<file path="config.mk">
export PLATFORM = sky130hd
export DESIGN_NAME = gen3_tx_framer
export DESIGN_NICKNAME = d
export VERILOG_FILES = /design/src/rtl/gen3_tx_framer.sv
export SDC_FILE = /design/constraint.sdc
export NUM_CORES = 1
export LEC_CHECK = 0
export CAP_MARGIN = 5
export CORE_MARGIN = 10
export CORE_UTILIZATION = 31
export DETAILED_ROUTE_END_ITERATION = 6
export GPL_TIMING_DRIVEN = 0
export PLACE_DENSITY_LB_ADDON = 0.1
export SLEW_MARGIN = 20
export SYNTH_ARGS = -nofsm -noshare
export SYNTH_HDL_FRONTEND = slang
export SYNTH_SLANG_ARGS = --single-unit
</file>
<file path="constraint.sdc">
create_clock -name clk -period 2.2 [get_ports clk]
set_clock_uncertainty 0.15 [all_clocks]
set_input_delay 0.55 -clock clk [delete_from_list [all_inputs] [get_ports clk]]
set_output_delay 0.55 -clock clk [all_outputs]
set_load 0.03 [all_outputs]
</file>
<file path="src/rtl/gen3_tx_framer.sv">
// Gen3 128b/130b transmit framer: arbitrates TLP/DLLP/ordered-set traffic into a 32-bit symbol
// stream with framing tokens and block sync headers. Optional macro: GEN3_TX_LEN_CHECK_EN.
module gen3_tx_framer (
  input  logic         clk,
  input  logic         rst,
  input  logic         tlp_valid,
  output logic         tlp_ready,
  input  logic [31:0]  tlp_data,
  input  logic         tlp_sop,
  input  logic         tlp_eop,
  input  logic [10:0]  tlp_len,
  input  logic [11:0]  tlp_seq,
  input  logic         tlp_nullify,
  input  logic         dllp_valid,
  output logic         dllp_ready,
  input  logic [47:0]  dllp_data,
  input  logic         os_req,
  output logic         os_ack,
  input  logic [127:0] os_data,
  output logic [31:0]  tx_data,
  output logic [1:0]   tx_sync,
  output logic         tx_blk_start,
  output logic         frame_err
);

  localparam logic [31:0] IDL_DW = 32'h0000_0000;
  localparam logic [31:0] EDB_DW = 32'hC0C0_C0C0;
  localparam logic [31:0] EDS_DW = 32'h0090_801F;

  // DRAIN discards the remainder of an aborted TLP up to its eop.
  typedef enum logic [2:0] {IDLE, STP_TX, TLP_BODY, EDB_TX, SDP1, EDS_TX, OS_BLK, DRAIN} state_t;

  state_t       state_reg, state_next;
  logic [1:0]   idx_reg;
  logic [31:0]  tx_data_reg, tx_data_next;
  logic [1:0]   tx_sync_reg, tx_sync_next;
  logic         blk_start_reg;
  logic         tlp_ready_reg, dllp_ready_reg;
  logic         os_ack_reg, os_ack_next;
  logic         frame_err_reg, frame_err_next;
  logic [127:0] os_blk_reg, os_blk_next;
  logic [31:0]  dllp_hi_reg, dllp_hi_next;
  logic         edb_err_reg, edb_err_next;
  logic         edb_drain_reg, edb_drain_next;
  logic         len_err;
  logic [31:0]  os_dw [4];

  generate
    for (genvar gi = 0; gi < 4; gi++) begin : g_os_dw
      assign os_dw[gi] = os_blk_reg[32*gi +: 32];
    end
  endgenerate

  // FCRC = Len(x)*x^4 mod x^4+x+1 (Len MSB first); FP makes Len+FCRC even parity.
  function automatic logic [31:0] stp_token(input logic [10:0] len, input logic [11:0] seq);
    logic [3:0] fcrc;
    logic       fb;
    fcrc = 4'h0;
    for (int i = 10; i >= 0; i--) begin
      fb   = fcrc[3] ^ len[i];
      fcrc = {fcrc[2:0], 1'b0} ^ {2'b00, fb, fb};
    end
    return {seq[7:0], seq[11:8], fcrc, ^{len, fcrc}, len[10:4], len[3:0], 4'hF};
  endfunction

`ifdef GEN3_TX_LEN_CHECK_EN
  logic [10:0] remaining_reg, remaining_next;
  always_comb begin
    len_err = tlp_eop ? (remaining_reg != 11'd1) : (remaining_reg <= 11'd1);
  end
`else
  assign len_err = 1'b0;
`endif

  always_comb begin
    state_next     = state_reg;
    tx_data_next   = IDL_DW;
    frame_err_next = 1'b0;
    os_ack_next    = 1'b0;
    os_blk_next    = os_blk_reg;
    dllp_hi_next   = dllp_hi_reg;
    edb_err_next   = edb_err_reg;
    edb_drain_next = edb_drain_reg;
`ifdef GEN3_TX_LEN_CHECK_EN
    remaining_next = remaining_reg;
`endif
    case (state_reg)
      IDLE, EDS_TX: begin
        if (state_reg == EDS_TX || os_req) begin
          // EDS must be the last DW of a block; emit IDL until then.
          if (idx_reg == 2'd3) begin
            tx_data_next = EDS_DW;
            os_ack_next  = 1'b1;
            os_blk_next  = os_data;
            state_next   = OS_BLK;
          end else begin
            state_next = EDS_TX;
          end
        end else if (dllp_valid) begin
          tx_data_next = {dllp_data[15:0], 8'hAC, 8'hF0};
          dllp_hi_next = dllp_data[47:16];
          state_next   = SDP1;
        end else if (tlp_valid && tlp_sop) begin
          tx_data_next = stp_token(tlp_len, tlp_seq);
          state_next   = STP_TX;
`ifdef GEN3_TX_LEN_CHECK_EN
          remaining_next = tlp_len - 11'd1;
`endif
        end
      end
      STP_TX, TLP_BODY: begin
        if (!tlp_valid) begin
          tx_data_next   = EDB_DW;
          frame_err_next = 1'b1;
          state_next     = DRAIN;
        end else begin
          tx_data_next = tlp_data;
          state_next   = TLP_BODY;
`ifdef GEN3_TX_LEN_CHECK_EN
          remaining_next = remaining_reg - 11'd1;
`endif
          if (len_err) begin
            edb_err_next   = 1'b1;
            edb_drain_next = !tlp_eop;
            state_next     = EDB_TX;
          end else if (tlp_eop) begin
            edb_err_next   = 1'b0;
            edb_drain_next = 1'b0;
            state_next     = tlp_nullify ? EDB_TX : IDLE;
          end
        end
      end
      EDB_TX: begin
        tx_data_next   = EDB_DW;
        frame_err_next = edb_err_reg;
        state_next     = edb_drain_reg ? DRAIN : IDLE;
      end
      SDP1: begin
        tx_data_next = dllp_hi_reg;
        state_next   = IDLE;
      end
      OS_BLK: begin
        tx_data_next = os_dw[idx_reg];
        if (idx_reg == 2'd3) state_next = IDLE;
      end
      DRAIN: begin
        if (tlp_valid && tlp_eop) state_next = IDLE;
      end
      default: state_next = IDLE;
    endcase
    tx_sync_next = tx_sync_reg;
    if (idx_reg == 2'd0) tx_sync_next = (state_reg == OS_BLK) ? 2'b01 : 2'b10;
  end

  always_ff @(posedge clk or negedge rst) begin
    if (!rst) begin
      state_reg      <= IDLE;
      idx_reg        <= 2'd0;
      tx_data_reg    <= IDL_DW;
      tx_sync_reg    <= 2'b10;
      blk_start_reg  <= 1'b0;
      tlp_ready_reg  <= 1'b0;
      dllp_ready_reg <= 1'b0;
      os_ack_reg     <= 1'b0;
      frame_err_reg  <= 1'b0;
      os_blk_reg     <= '0;
      dllp_hi_reg    <= '0;
      edb_err_reg    <= 1'b0;
      edb_drain_reg  <= 1'b0;
`ifdef GEN3_TX_LEN_CHECK_EN
      remaining_reg  <= '0;
`endif
    end else begin
      state_reg      <= state_next;
      idx_reg        <= idx_reg + 2'd1;
      tx_data_reg    <= tx_data_next;
      tx_sync_reg    <= tx_sync_next;
      blk_start_reg  <= (idx_reg == 2'd0);
      tlp_ready_reg  <= (state_next == STP_TX) || (state_next == TLP_BODY) || (state_next == DRAIN);
      dllp_ready_reg <= (state_next == SDP1);
      os_ack_reg     <= os_ack_next;
      frame_err_reg  <= frame_err_next;
      os_blk_reg     <= os_blk_next;
      dllp_hi_reg    <= dllp_hi_next;
      edb_err_reg    <= edb_err_next;
      edb_drain_reg  <= edb_drain_next;
`ifdef GEN3_TX_LEN_CHECK_EN
      remaining_reg  <= remaining_next;
`endif
    end
  end

  assign tx_data      = tx_data_reg;
  assign tx_sync      = tx_sync_reg;
  assign tx_blk_start = blk_start_reg;
  assign tlp_ready    = tlp_ready_reg;
  assign dllp_ready   = dllp_ready_reg;
  assign os_ack       = os_ack_reg;
  assign frame_err    = frame_err_reg;

endmodule

</file>
==> PnR_summary.wiki, run 1 <==
== Implementation results ==
{| class="wikitable"
! Metric !! Value
|-
| Parity-gate share of the synthesized area counting xor and xnor cells || 0.02267
|-
| Launching element type of the critical path || flip-flop
|-
| Adder-cell area share of the yosys netlist || 0.01220
|-
| Fin cells || 1,386
|-
| Combined area of the multi-input logic cells || 4019 sq um
|-
| Port Buffer Count || 277
|-
| Share of the cycle needed by the critical path after routing || 0.9745
|-
| Antenna cells || 5
|-
| Final weighted congestion in routability-driven placement || 0.8212
|-
| Outcome || complete, no violations
|-
| CP endpoint || tx_sync[1]
|-
| Sequential cell count of the final layout || 204
|-
| Maximum number of pins on one net before global-route repair || 78
|-
| Final hold slack || 0.3312 ns
|-
| Die outline height || 194.5 um
|-
| Sequential cell area in the final layout || 5106 sq um
|-
| Final Hold Violation Tally || 0
|-
| Highest-count logic cell in the final layout || clkdlybuf4s50_1
|-
| Number of detailed-routing iterations run before antenna repair || 7
|-
| TritonCTS clock tree || built
|-
| Number of DRC markers in iteration 0 || 335
|-
| Critical path buffers and inverters || 1
|-
| Final global-route overflow total || 0
|-
| Clock Tree Buf Depth || 3
|-
| Row count || 63
|-
| Crit path arrival time || 1.44 ns
|-
| Proportion of cell area spent on the clock network || 0.06149
|-
| Hold WC Path Type || flip-flop to flip-flop
|-
| Number of buffers added by the clock tree synthesis step || 25
|-
| Overall chip area || 37,820 sq um
|-
| Max-cap viol count || 0
|-
| Mean cell area of the mapped netlist || 14.28 sq um
|-
| Top area cell types || dfrtp_1 (54%), mux2_1 (12%), mux4_2 (7.6%), mux2_2 (7.4%), a222oi_1 (1.8%)
|-
| Largest family of logic cells by area || multiplexers
|-
| Cts hold-fix bufs || 1
|-
| Logic depth of the worst path, buffers included || 1
|-
| Number of OpenROAD warnings || 28
|-
| Syn_nets || 902
|-
| Clock sink total || 204
|-
| Number of placed I/O pins || 278
|-
| Critical Path, Cell by Cell || clkdlybuf4s15_1
|-
| Cell class contributing the biggest share of worst-path delay || flip-flops
|-
| WS Path Type || flip-flop to primary output
|-
| Yosys cell count || 661
|-
| Maximum cell stage delay along the critical path || 0.53 ns
|-
| Inverters excl. clock || 4
|-
| Placement Cell Area || 12,760 sq um
|-
| Worst Path Required || 1.50 ns
|-
| Setup repair after global routing missed its margin || yes
|-
| Setup-violating endpoint count in the final report || 0
|-
| Worst setup slack for register-to-register paths || 0.08 ns
|-
| Fmax || 466.5 MHz
|-
| Net count reported at finish || 1,213
|-
| Total negative slack for setup checks || 0 ns
|-
| Sequential fraction of total cell area || 0.3696
|-
| Vias in the first global route || 7,492
|-
| Antenna viol nets, final || 0
|-
| Worst reg2reg endpoint || dllp_hi_reg[29]
|-
| Well Taps || 390
|-
| Post-synthesis cell type with the largest combined area || dfrtp_1
|-
| First-pass GRT wire length || 50,310 um
|-
| Final Max Slew Viols || 0
|-
| First element of the critical path || tx_sync[1]
|-
| Register area share after synthesis || 0.5411
|-
| Simple-Gate Fraction of Synth Area || 0.04667
|-
| And-or/or-and share of the synthesized area || 0.07080
|-
| Area of all placed cells without fillers || 13,820 sq um
|-
| Shortest period the worst path allows || 2.144 ns
|-
| Root buf cell || clkbuf_16
|-
| Yosys synthesis warning count || 0
|-
| Synth top area share || 0.5383
|-
| Synth Instances || 661
|-
| Post-synth mux share || 0.2708
|-
| CTS clk-pin slew, worst paths || 0.06 ns
|-
| Placement-stage worst setup slack || -0.7063 ns
|-
| Clock insertion delay at the later pin of the skew report || 0.53 ns
|-
| Number of flip-flops and latches in the synthesized netlist || 204
|-
| Antenna violations before repair || 8
|-
| Netlist area before placement || 9437 sq um
|-
| Maximum fanout encountered on the critical timing path || 2
|-
| Count of filler cells inserted in the layout || 2,784
|-
| Non-clock buffer share of cell area || 0.2407
|}
==> run 1: routing by layer <==
metal	global-route usage	routed length (um)	vias to the layer above
met3	0.04904	2144	52
met4	0.03776	641	8
met5	0	46	-
met2	0.2825	16240	206
met1	0.2275	15050	3476
li1	-	-	3093
==> run 1: how the worst min path moves through the flow <==
stage	start	slack, ns	endpoint	cells after the start
2_1_floorplan	rst	0.10	dllp_hi_reg[0]	0
3_3_place_gp	os_blk_reg[64]	0.31	os_blk_reg[64]	1
6_report	os_blk_reg[112]	0.33	os_blk_reg[112]	1
3_5_place_dp	os_blk_reg[24]	0.32	os_blk_reg[24]	1
4_1_cts	os_blk_reg[73]	0.34	os_blk_reg[73]	1
5_1_grt	os_blk_reg[71]	0.34	os_blk_reg[71]	1
==> run 1: report_power, final <==
group	total [mW]	internal, mW	switching (mW)
clock network	4.27	2.61	1.65
registers	6.32	5.55	0.773
logic	5.51	2.80	2.71
total	16.1	11.0	5.14
==> run 1: cells in the mapped netlist, drive strengths merged <==
cell type	n
o221ai	1
nor3b	1
nor3	3
nor4	1
nand4	4
a221o	6
a221oi	2
maj3	9
nand2b	13
clkbuf	11
a222oi	17
a211o	1
and2b	1
o21ai	10
a22o	2
and3b	1
ha	2
nand2	45
a21oi	19
o2111ai	1
nor2	9
dfstp	1
o2bb2ai	1
xor2	3
mux4	32
xnor3	1
a22oi	13
a21o	2
buf	37
and2	4
o211ai	3
inv	4
mux2i	1
a211oi	4
or4	1
xnor2	18
a32oi	3
nor2b	4
mux2	162
dfrtp	203
a21bo	1
o32ai	1
a21boi	1
and3	1
or2	1
==> run 1: cells by family after synthesis <==
family                   count (synthesis)
flip-flops                             204
buffers and inverters                   52
AND-OR/OR-AND                           88
AND/OR/NAND/NOR                         89
multiplexers                           195
adder cells (fa/ha/maj)                 11
XOR/XNOR                                22
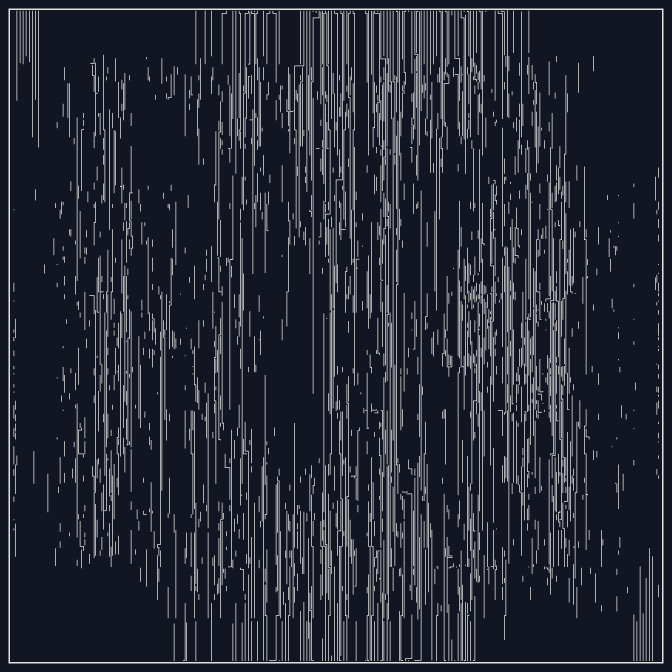
Fig. 1. Metal 2 (run 1).
- longest straight run: 96.2 um
- main direction: vertical
- nets with wire on the layer: 1,086
- share of all routed wire: 48%
- wire length on this layer: 16,200 um
Global Route met2 Usage: 0.2825
DR vias: 6,835

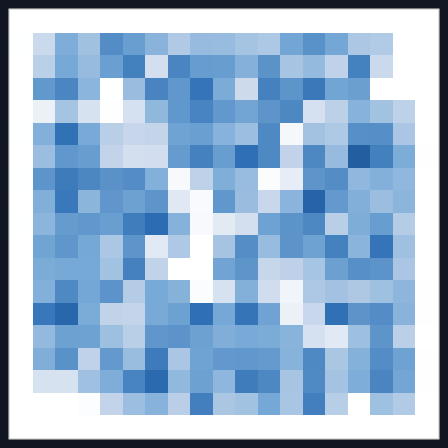
Fig. 2. Cell density map (run 1).
The die is cut into 19 by 19 equal tiles; white is low, dark blue is high, 0 to 100% covered.
- nearly empty tiles: 24%
- tiles over 75% full: 1.4%
- mean over tiles: 35%
- fullest tile: 82%
core utilization before placement: 0.3159
final core area utilization: 0.4625
core area: 29,870 sq um

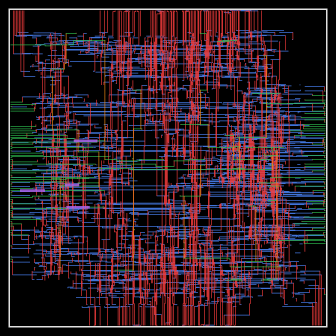
Fig. 3. Wiring by layer (run 1).
- red: M2 (wire length 16,200 um)
- green: M3 (wire length 2,140 um)
- blue: M1 (wire length 15,000 um)
- purple: M5 (wire length 46.9 um)
- orange: M4 (wire length 642 um)
Overall Global Routing Usage: 0.1747
WL final: 34,120 um
routed wire length per instance: 24.62 um

==> run 2: changes to the inputs <==
--- a/config.mk
+++ b/config.mk
@@ -5,7 +5,6 @@
 export SDC_FILE = /design/constraint.sdc
 export NUM_CORES = 1
 export LEC_CHECK = 0
-export CAP_MARGIN = 5
 export CORE_MARGIN = 10
 export CORE_UTILIZATION = 31
 export DETAILED_ROUTE_END_ITERATION = 6
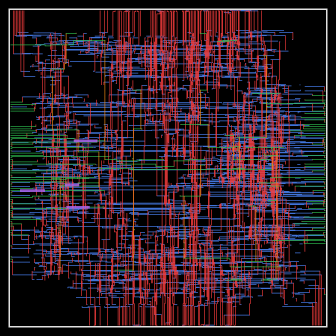
Fig. 4. Wiring by layer (run 2).
- red: M2 (wire length 16,200 um)
- blue: M1 (wire length 15,000 um)
- orange: M4 (wire length 642 um)
- purple: M5 (wire length 46.9 um)
- green: M3 (wire length 2,140 um)

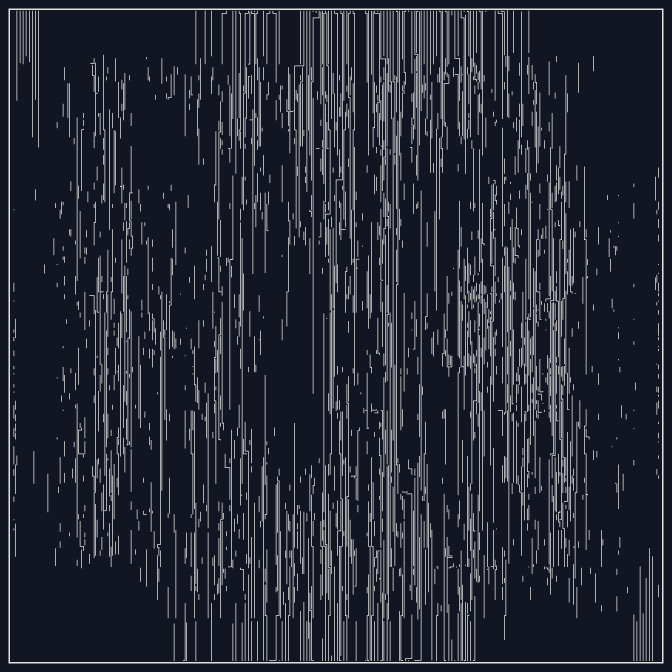
Fig. 5. Metal 2 (run 2).
- share of all routed wire: 48%
- longest straight run: 96.2 um

==> run 2 against run 1 <==
- die size did not move
- global-route usage did not move
- hold slack did not move
- sequential share of layout area did not move
- critical endpoint unchanged
- count of clock-buffer cells in the layout did not move
- largest cell class unchanged
- clock power barely moved
- routed wire length did not move
- synthesized cell count did not move
- combinational power barely moved
==> PnR_summary.wiki, run 2 <==
== Implementation results ==
{| class="wikitable"
! Metric !! Value
|-
| Main flop type || dfrtp_1
|-
| Synth Instances || 661 (unchanged)
|-
| Number of OpenROAD warnings || 28 (unchanged)
|-
| Placement Cell Area || 12,760 sq um (unchanged)
|-
| Simple-Gate Fraction of Synth Area || 0.04667 (unchanged)
|-
| Netlist area before placement || 9437 sq um (unchanged)
|-
| Sequential cell area in the final layout || 5106 sq um (unchanged)
|-
| Hold path cells || 1 (unchanged)
|-
| Area of all placed cells without fillers || 13,820 sq um (unchanged)
|-
| Outcome || complete, no violations
|-
| GR Util met3 || 0.04904 (unchanged)
|-
| Mean cell area of the mapped netlist || 14.28 sq um (unchanged)
|-
| Synth top area share || 0.5383 (unchanged)
|-
| Final Max Slew Viols || 0 (unchanged)
|-
| Core area || 29,870 sq um (unchanged)
|-
| Syn_nets || 902 (unchanged)
|-
| Most repeated cell in the gate-level netlist after synthesis || dfrtp_1
|-
| And-or/or-and share of the synthesized area || 0.07080 (unchanged)
|-
| First-pass GRT wire length || 50,310 um (unchanged)
|-
| Number of placed I/O pins || 278 (unchanged)
|-
| Critical Path, Cell by Cell || clkdlybuf4s15_1
|-
| Fmax || 466.5 MHz (unchanged)
|-
| Routed wire length per instance || 24.62 um (unchanged)
|-
| Row count || 63 (unchanged)
|-
| Worst setup slack for register-to-register paths || 0.08 ns (about the same)
|-
| Maximum cell stage delay along the critical path || 0.53 ns (about the same)
|-
| Number of buffers added by the clock tree synthesis step || 25 (unchanged)
|-
| Number of DRC markers in iteration 0 || 335 (unchanged)
|-
| Top area cell types || dfrtp_1 (54%), mux2_1 (12%), mux4_2 (7.6%), mux2_2 (7.4%), a222oi_1 (1.8%)
|-
| End point of the worst hold path || os_blk_reg[112]
|-
| Worst reg2reg endpoint || dllp_hi_reg[29]
|-
| Max-cap viol count || 0 (unchanged)
|-
| Core utilization before placement || 0.3159 (unchanged)
|-
| Final Hold Violation Tally || 0 (unchanged)
|-
| Post-synth mux share || 0.2708 (unchanged)
|-
| Yosys synthesis warning count || 0 (unchanged)
|-
| Clock insertion delay at the later pin of the skew report || 0.53 ns (about the same)
|-
| Share of the cycle needed by the critical path after routing || 0.9745 (unchanged)
|-
| Count of flip-flops with a built-in enable after synthesis || 0 (unchanged)
|-
| Final global-route overflow total || 0 (unchanged)
|-
| Yosys cell count || 661 (unchanged)
|-
| Hold WC Path Type || flip-flop to flip-flop
|-
| Final hold slack || 0.3312 ns (unchanged)
|-
| DR vias || 6,835 (unchanged)
|-
| Setup repair after global routing missed its margin || yes
|-
| Antenna viol nets, final || 0 (unchanged)
|-
| Die outline height || 194.5 um (unchanged)
|-
| GR Util met1 || 0.2275 (unchanged)
|-
| Net count reported at finish || 1,213 (unchanged)
|-
| Register area share after synthesis || 0.5411 (unchanged)
|-
| Highest-count logic cell in the final layout || clkdlybuf4s50_1
|-
| Cell class contributing the biggest share of worst-path delay || flip-flops
|-
| Clock sink total || 204 (unchanged)
|-
| TritonCTS clock tree || built
|-
| Number of flip-flops and latches in the synthesized netlist || 204 (unchanged)
|-
| Share of synthesized registers carrying an async set or reset || 1.000 (unchanged)
|-
| Clock Tree Buf Depth || 3 (unchanged)
|-
| Crit path arrival time || 1.44 ns (about the same)
|}
## run 2: cell counts after synthesis
Identical to the previous run, type by type.
## run 2: final cells by class
| class | count | area share |
|---|---|---|
| multi-input combinational | 405 | 0.2909 |
| clock buffer | 36 | 0.05189 |
| sequential | 204 | 0.3696 |
| antenna | 5 | 0.0009056 |
| tap | 390 | 0.03532 |
| clock inverter | 10 | 0.009600 |
| buffer | 48 | 0.03478 |
| timing repair buffer | 284 | 0.2059 |
| inverter | 4 | 0.001087 |
## run 2: metal layers
layer	vias to the layer above	part of all wire
met5	-	0.0013
met4	8	0.019
met3	52	0.063
met2	206	0.48
met1	3476	0.44
li1	3093	-
## run 2: worst register-to-register path: cells and delay by family, from the launching register on
kind                   cells  cell delay (ns)
multiplexers               1             0.35
AND/OR/NAND/NOR            2             0.50
flip-flops                 1             0.41
buffers and inverters      3             0.59
## run 2: what timing repair did
action | 4_1_cts | 5_1_grt
endpoints found under the hold margin | 62 | 0
setup endpoints to repair | 186 | 164
pin swaps | 2 | 1
hold buffers | 1 | 0
gates resized | 59 | 41
cloned | 0 | 1
setup buffers | 3 | 0
## run 2: report_power, final
part	switching (mW)	internal, mW	leakage [nW]
logic	2.71	2.80	2.92
clock network	1.65	2.61	0.422
registers	0.773	5.55	2.46
## run 2: worst max path at each step
| stage | start | endpoint | slack, ns | depth (start not counted) |
|---|---|---|---|---|
| 3_3_place_gp | rst | os_blk_reg[123] | -8.89 | 1 |
| 5_1_grt | state_reg[2] | dllp_hi_reg[25] | -0.02 | 6 |
| 6_report | tx_sync[1] | tx_sync[1] | 0.06 | 1 |
| 3_5_place_dp | os_req | tx_data[3] | -0.71 | 7 |
| 2_1_floorplan | idx_reg[1] | tx_data[4] | 0.31 | 5 |
| 4_1_cts | idx_reg[0] | tx_data[18] | 0.009 | 5 |
Power and IR drop assume default switching activity.
